===== config.mk =====
export PLATFORM = sky130hd
export DESIGN_NAME = regfile_mp_sb_flat
export DESIGN_NICKNAME = d
export VERILOG_FILES = /design/src/rtl/regfile_mp_sb_if.sv /design/src/rtl/regfile_mp_sb.sv /design/src/flat_wrapper.sv
export SDC_FILE = /design/constraint.sdc
export NUM_CORES = 1
export LEC_CHECK = 0
export ABC_AREA = 1
export ABC_CLOCK_PERIOD_IN_PS = 8300
export CAP_MARGIN = 5
export CORE_ASPECT_RATIO = 0.8
export CORE_MARGIN = 2
export CORE_UTILIZATION = 66
export CTS_BUF_LIST = sky130_fd_sc_hd__clkbuf_8
export CTS_CLUSTER_SIZE = 20
export DETAILED_ROUTE_END_ITERATION = 12
export GPL_TIMING_DRIVEN = 0
export PLACE_DENSITY = 0.86
export SKIP_LAST_GASP = 1
export SLEW_MARGIN = 40
export SYNTH_ARGS = -nofsm -noshare
export SYNTH_HDL_FRONTEND = slang
export SYNTH_SLANG_ARGS = --single-unit

===== constraint.sdc =====
create_clock -name clk -period 8.3 [get_ports clk]
set_clock_uncertainty 0.2 [all_clocks]
set_input_delay 1.245 -clock clk [delete_from_list [all_inputs] [get_ports clk]]
set_output_delay 1.245 -clock clk [all_outputs]
set_load 0.02 [all_outputs]

===== src/rtl/regfile_mp_sb_if.sv =====
// Register-file bus between decode/writeback (master) and regfile_mp_sb (slave).
// Carries two read ports, two write ports, the destination-reservation port and
// the live scoreboard vector; clk/reset are passed to the register file separately.
interface regfile_mp_sb_if #(
   parameter int DATA_W = 16,
   parameter int ADDR_W = 3
);
   localparam int DEPTH = 2**ADDR_W;

   // read ports
   logic [ADDR_W-1:0] rd_addr_a;
   logic [ADDR_W-1:0] rd_addr_b;
   logic [DATA_W-1:0] rd_data_a;
   logic [DATA_W-1:0] rd_data_b;
   logic              rd_busy_a;
   logic              rd_busy_b;

   // write ports (port 1 carries the younger instruction)
   logic              wr_en_0;
   logic [ADDR_W-1:0] wr_addr_0;
   logic [DATA_W-1:0] wr_data_0;
   logic              wr_en_1;
   logic [ADDR_W-1:0] wr_addr_1;
   logic [DATA_W-1:0] wr_data_1;

   // destination reservation and scoreboard
   logic              rsv_en;
   logic [ADDR_W-1:0] rsv_addr;
   logic [DEPTH-1:0]  busy_vec;

   modport master (
      output rd_addr_a, rd_addr_b,
      input  rd_data_a, rd_data_b, rd_busy_a, rd_busy_b,
      output wr_en_0, wr_addr_0, wr_data_0,
      output wr_en_1, wr_addr_1, wr_data_1,
      output rsv_en, rsv_addr,
      input  busy_vec
   );

   modport slave (
      input  rd_addr_a, rd_addr_b,
      output rd_data_a, rd_data_b, rd_busy_a, rd_busy_b,
      input  wr_en_0, wr_addr_0, wr_data_0,
      input  wr_en_1, wr_addr_1, wr_data_1,
      input  rsv_en, rsv_addr,
      output busy_vec
   );
endinterface


===== src/rtl/regfile_mp_sb.sv =====
// Register file, 2 registered read ports / 2 write ports, with per-register busy scoreboard.
// Ports: clk, reset (async active-high), bus (regfile_mp_sb_if.slave) carrying reads,
// writes, reservation and busy_vec. Read latency 1 cycle, write-first; no backpressure.
module regfile_mp_sb #(
   parameter int DATA_W   = 16,
   parameter int ADDR_W   = 3,
   parameter int ZERO_REG = 0
) (
   input  logic           clk,
   input  logic           reset,
   regfile_mp_sb_if.slave bus
);
   localparam int DEPTH = 2**ADDR_W;

   logic [DATA_W-1:0] regs      [DEPTH];
   logic [DATA_W-1:0] regs_next [DEPTH];
   logic [DEPTH-1:0]  busy;
   logic [DEPTH-1:0]  busy_next;

   logic wr_ok_0;
   logic wr_ok_1;
   logic rsv_ok;

   // With a hard-wired zero register, anything aimed at r0 is dropped here so
   // r0 stays at its reset value (0) and is never marked busy.
   always_comb begin
      wr_ok_0 = bus.wr_en_0;
      wr_ok_1 = bus.wr_en_1;
      rsv_ok  = bus.rsv_en;
      if (ZERO_REG != 0) begin
         if (bus.wr_addr_0 == '0) wr_ok_0 = 1'b0;
         if (bus.wr_addr_1 == '0) wr_ok_1 = 1'b0;
         if (bus.rsv_addr  == '0) rsv_ok  = 1'b0;
      end
   end

   // Next-state of the whole file. Order of the ifs sets priority:
   // port 1 overrides port 0 on the same address (younger instruction wins),
   // and a reservation overrides a release (a new producer is in flight).
   always_comb begin
      for (int i = 0; i < DEPTH; i++) begin
         regs_next[i] = regs[i];
         busy_next[i] = busy[i];
         if (wr_ok_0 && (bus.wr_addr_0 == ADDR_W'(i))) begin
            regs_next[i] = bus.wr_data_0;
            busy_next[i] = 1'b0;
         end
         if (wr_ok_1 && (bus.wr_addr_1 == ADDR_W'(i))) begin
            regs_next[i] = bus.wr_data_1;
            busy_next[i] = 1'b0;
         end
         if (rsv_ok && (bus.rsv_addr == ADDR_W'(i))) begin
            busy_next[i] = 1'b1;
         end
      end
   end

   always_ff @(posedge clk or posedge reset) begin
      if (reset) begin
         for (int i = 0; i < DEPTH; i++) begin
            regs[i] <= '0;
         end
         busy <= '0;
      end else begin
         for (int i = 0; i < DEPTH; i++) begin
            regs[i] <= regs_next[i];
         end
         busy <= busy_next;
      end
   end

   // Reads sample the next-state arrays, which gives write-first bypass for
   // data and keeps rd_busy_x consistent with the data returned alongside it.
   always_ff @(posedge clk or posedge reset) begin
      if (reset) begin
         bus.rd_data_a <= '0;
         bus.rd_data_b <= '0;
         bus.rd_busy_a <= 1'b0;
         bus.rd_busy_b <= 1'b0;
      end else begin
         bus.rd_data_a <= regs_next[bus.rd_addr_a];
         bus.rd_data_b <= regs_next[bus.rd_addr_b];
         bus.rd_busy_a <= busy_next[bus.rd_addr_a];
         bus.rd_busy_b <= busy_next[bus.rd_addr_b];
      end
   end

   // Scoreboard output comes straight from flops: no input-to-output path.
   assign bus.busy_vec = busy;

endmodule


===== src/flat_wrapper.sv =====
// flat-port wrapper written by rule: the top's interface ports become plain ports
module regfile_mp_sb_flat 
#(
   parameter int DATA_W   = 16,
   parameter int ADDR_W   = 3,
   parameter int ZERO_REG = 0
)
  (clk, reset, bus_rd_addr_a, bus_rd_addr_b, bus_rd_data_a, bus_rd_data_b, bus_rd_busy_a, bus_rd_busy_b, bus_wr_en_0, bus_wr_addr_0, bus_wr_data_0, bus_wr_en_1, bus_wr_addr_1, bus_wr_data_1, bus_rsv_en, bus_rsv_addr, bus_busy_vec);
  regfile_mp_sb_if #(.DATA_W(DATA_W), .ADDR_W(ADDR_W)) bus_i ();
  input  logic clk;
  input  logic reset;
  input wire logic [$bits(bus_i.rd_addr_a)-1:0] bus_rd_addr_a;
  input wire logic [$bits(bus_i.rd_addr_b)-1:0] bus_rd_addr_b;
  output wire logic [$bits(bus_i.rd_data_a)-1:0] bus_rd_data_a;
  output wire logic [$bits(bus_i.rd_data_b)-1:0] bus_rd_data_b;
  output wire logic [$bits(bus_i.rd_busy_a)-1:0] bus_rd_busy_a;
  output wire logic [$bits(bus_i.rd_busy_b)-1:0] bus_rd_busy_b;
  input wire logic [$bits(bus_i.wr_en_0)-1:0] bus_wr_en_0;
  input wire logic [$bits(bus_i.wr_addr_0)-1:0] bus_wr_addr_0;
  input wire logic [$bits(bus_i.wr_data_0)-1:0] bus_wr_data_0;
  input wire logic [$bits(bus_i.wr_en_1)-1:0] bus_wr_en_1;
  input wire logic [$bits(bus_i.wr_addr_1)-1:0] bus_wr_addr_1;
  input wire logic [$bits(bus_i.wr_data_1)-1:0] bus_wr_data_1;
  input wire logic [$bits(bus_i.rsv_en)-1:0] bus_rsv_en;
  input wire logic [$bits(bus_i.rsv_addr)-1:0] bus_rsv_addr;
  output wire logic [$bits(bus_i.busy_vec)-1:0] bus_busy_vec;
  assign bus_i.rd_addr_a = bus_rd_addr_a;
  assign bus_i.rd_addr_b = bus_rd_addr_b;
  assign bus_rd_data_a = bus_i.rd_data_a;
  assign bus_rd_data_b = bus_i.rd_data_b;
  assign bus_rd_busy_a = bus_i.rd_busy_a;
  assign bus_rd_busy_b = bus_i.rd_busy_b;
  assign bus_i.wr_en_0 = bus_wr_en_0;
  assign bus_i.wr_addr_0 = bus_wr_addr_0;
  assign bus_i.wr_data_0 = bus_wr_data_0;
  assign bus_i.wr_en_1 = bus_wr_en_1;
  assign bus_i.wr_addr_1 = bus_wr_addr_1;
  assign bus_i.wr_data_1 = bus_wr_data_1;
  assign bus_i.rsv_en = bus_rsv_en;
  assign bus_i.rsv_addr = bus_rsv_addr;
  assign bus_busy_vec = bus_i.busy_vec;
  regfile_mp_sb #(.DATA_W(DATA_W), .ADDR_W(ADDR_W), .ZERO_REG(ZERO_REG)) u_core (.clk(clk), .reset(reset), .bus(bus_i));
endmodule

**Wiring by layer**

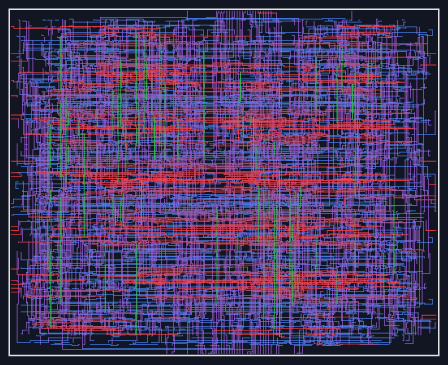
legend:
  M3:
    color: red
    wire_length: 8680 um
  M2:
    color: purple
    wire_length: 17800 um
  M4:
    color: green
    wire_length: 1550 um
  M1:
    color: blue
    wire_length: 16600 um

**Register map, names as in the netlist**

Other sequential cells in the stronger gray, the rest of the logic in the fainter gray.
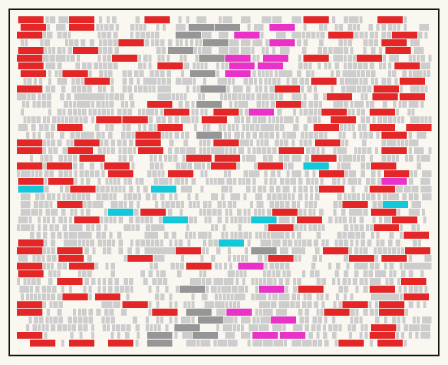
legend:
  u_core.bus.rd_data_b:
    color: magenta
    flops: 16
  u_core.regs:
    color: red
    flops: 128
    where: all over the die
  u_core.bus.busy_vec:
    color: cyan
    flops: 8
fin util: 75.2%
Seq. pwr: 1.05 mW
fraction of area in registers: 33.0%
total area of sequential cells: 4250 um2

**Pin map**

Pins as bars across the die edge, other pins in gray.
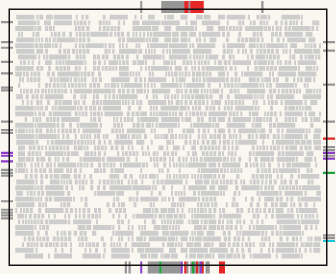
legend:
  reset:
    color: cyan
    pins: 1
    direction: input
    edge: right
  bus_busy_vec:
    color: purple
    pins: 8
    direction: output
    edge: 3 left, 3 bottom, 2 right
  bus_rd_addr_b:
    color: green
    pins: 3
    direction: input
    edge: 2 bottom, 1 right
  bus_rd_data_b:
    color: red
    pins: 16
    direction: output
    edge: 9 top, 6 bottom, 1 right

**Logic cells by family**

Scale bar: 50 um.
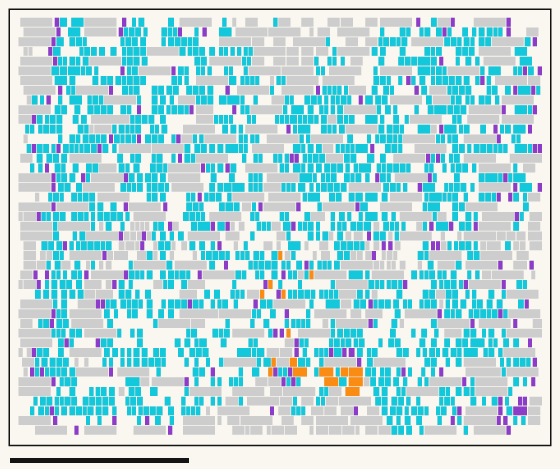
legend:
  nand cells:
    color: cyan
    cells: 1261
    where: all over the die
  inv cells:
    color: purple
    cells: 175
    where: all over the die
  nor cells:
    color: orange
    cells: 16
    where: bottom center
logic share of the area: 46.2%
Top cell excl fill/tap: nand3_1
Post-Layout Cell Count: 2064

**The clock network**

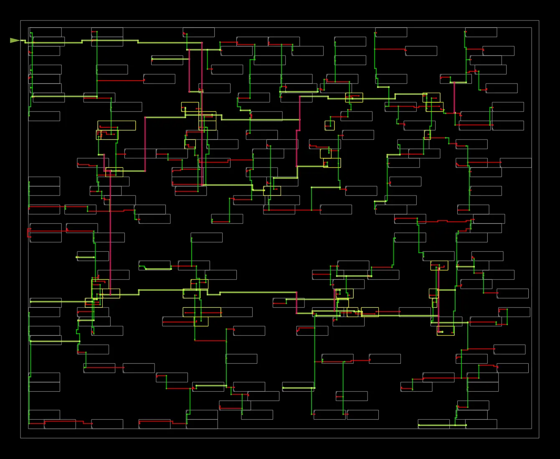
Seq cells: 170
CLK BUF: 19
Clock group: 635 uW
clk sinks: 170
Clock Latency Late Sink: 0.50 ns

==> results_dict.tcl <==
# collected from the flow reports
set metrics [dict create \
    holdBufCountCts 0 \
    routabilityCongestion 1.03 \
    top_cell_area_share_pct 37.2 \
    ir_drop_mv 0.154 \
    whs_ns 0.399 \
    worstPathArrival_ns 3.53 \
    status "complete, no violations" \
    warnings 26 \
    die_x_um 151 \
    wl_per_cell_um 21.6 \
    reg2reg_from "u_core.regs[62]" \
    diodes 0 \
    synth-seq-cells 170 \
    min_period_over_period_pct 40.4 \
    path_class "in -> reg" \
    port_buffers 71 \
    cts-root-buf "clkbuf_8" \
    ys_cells 1734 \
    syn_inst 1734 \
    synth_area_um2 11400 \
    grt_usage_pct 49.3 \
    cp_max_fo 10 \
    fp.dieH_um 122 \
    via_count 13218 \
    cts_buffers 17 \
    ys_seq_share_pct 37.2 \
]
[per-stage QoR]
stage	instance area (um2)	instances	setup slack (ns)	util [%]
2_1_floorplan	11400	1734	2.25	-
3_3_place_gp	12400	2030	-0.169	72.4
3_5_place_dp	12500	2032	4.55	72.8
4_1_cts	12900	2064	5.05	75.2
5_1_grt	12900	2064	4.84	75.2
6_report	12900	2064	4.95	75.2
[per-layer routing]
metal	global-route usage, %	wire length, um
met1	70.2	16600
met2	67.3	17800
met3	22.4	8680
met4	14.4	1550
met5	0	0
[cells in the mapped netlist]
master and n:
buf_1 10, buf_2 30, buf_4 20, buf_6 6, clkbuf_1 44, clkinv_1 6, clkinv_2 1, dfrtp_1 170
inv_1 163, inv_2 5, nand2_1 593, nand2_2 28, nand2_4 6, nand3_1 595, nand3_2 39, nor2_1 8
nor2_2 2, nor2_4 6, o21ai_1 2
[kinds of logic (layout without fill, tap and decap cells)]
| logic type | count (synthesis) | after routing | synth area share, % |
|---|---|---|---|
| compound gates | 2 | 2 | 0.0875 |
| flops | 170 | 170 | 37.2 |
| buf+inv | 285 | 390 | 10.7 |
| simple gates | 1277 | 1277 | 52.0 |
[worst paths after layout]
check                                      endpoint  slack (ns)  cells past startpoint
max                         u_core.bus.rd_data_b[5]        4.95                     10
min                                 u_core.regs[12]        0.40                      4
max reg2reg                u_core.bus.rd_data_b[14]        6.81                      8
min reg2reg                         u_core.regs[12]        0.40                      4
max in group asynchronous          u_core.regs[100]        6.22                      3
min in group asynchronous           u_core.regs[82]        0.93                      2
[registers in the layout, indices dropped and copies added, names as in the netlist]
signal,count
u_core.bus.busy_vec,8
u_core.bus.rd_busy_a,1
u_core.bus.rd_busy_b,1
u_core.bus.rd_data_a,16
u_core.bus.rd_data_b,16
u_core.regs,128
[report_power, final]
group,total [mW],leakage (nW),switching [mW],internal [mW]
registers,1.05,1.99,0.0529,0.995
logic,0.944,4.87,0.634,0.309
clock network,0.635,0.208,0.349,0.287
[layout make-up]
class / count / share of cell area [%]
Inverter: 175 / 5.16
Multi-Input combinational cell: 1279 / 46.2
Sequential cell: 170 / 33.0
Tap cell: 225 / 2.18
Clock buffer: 19 / 2.03
Buffer: 110 / 4.42
Clock inverter: 13 / 1.11
Timing Repair Buffer: 73 / 5.94
[worst max-delay path, stage by stage]
cell and delay (ns):
clkdlybuf4s50_1 0.58, nor2_4 0.36, clkbuf_1 0.47, nand3_1 0.13
nand3_1 0.15, nand3_1 0.10, nand3_1 0.25, nand2_1 0.08
nand2_1 0.06, nand2_1 0.09
Power and IR drop assume default switching activity.
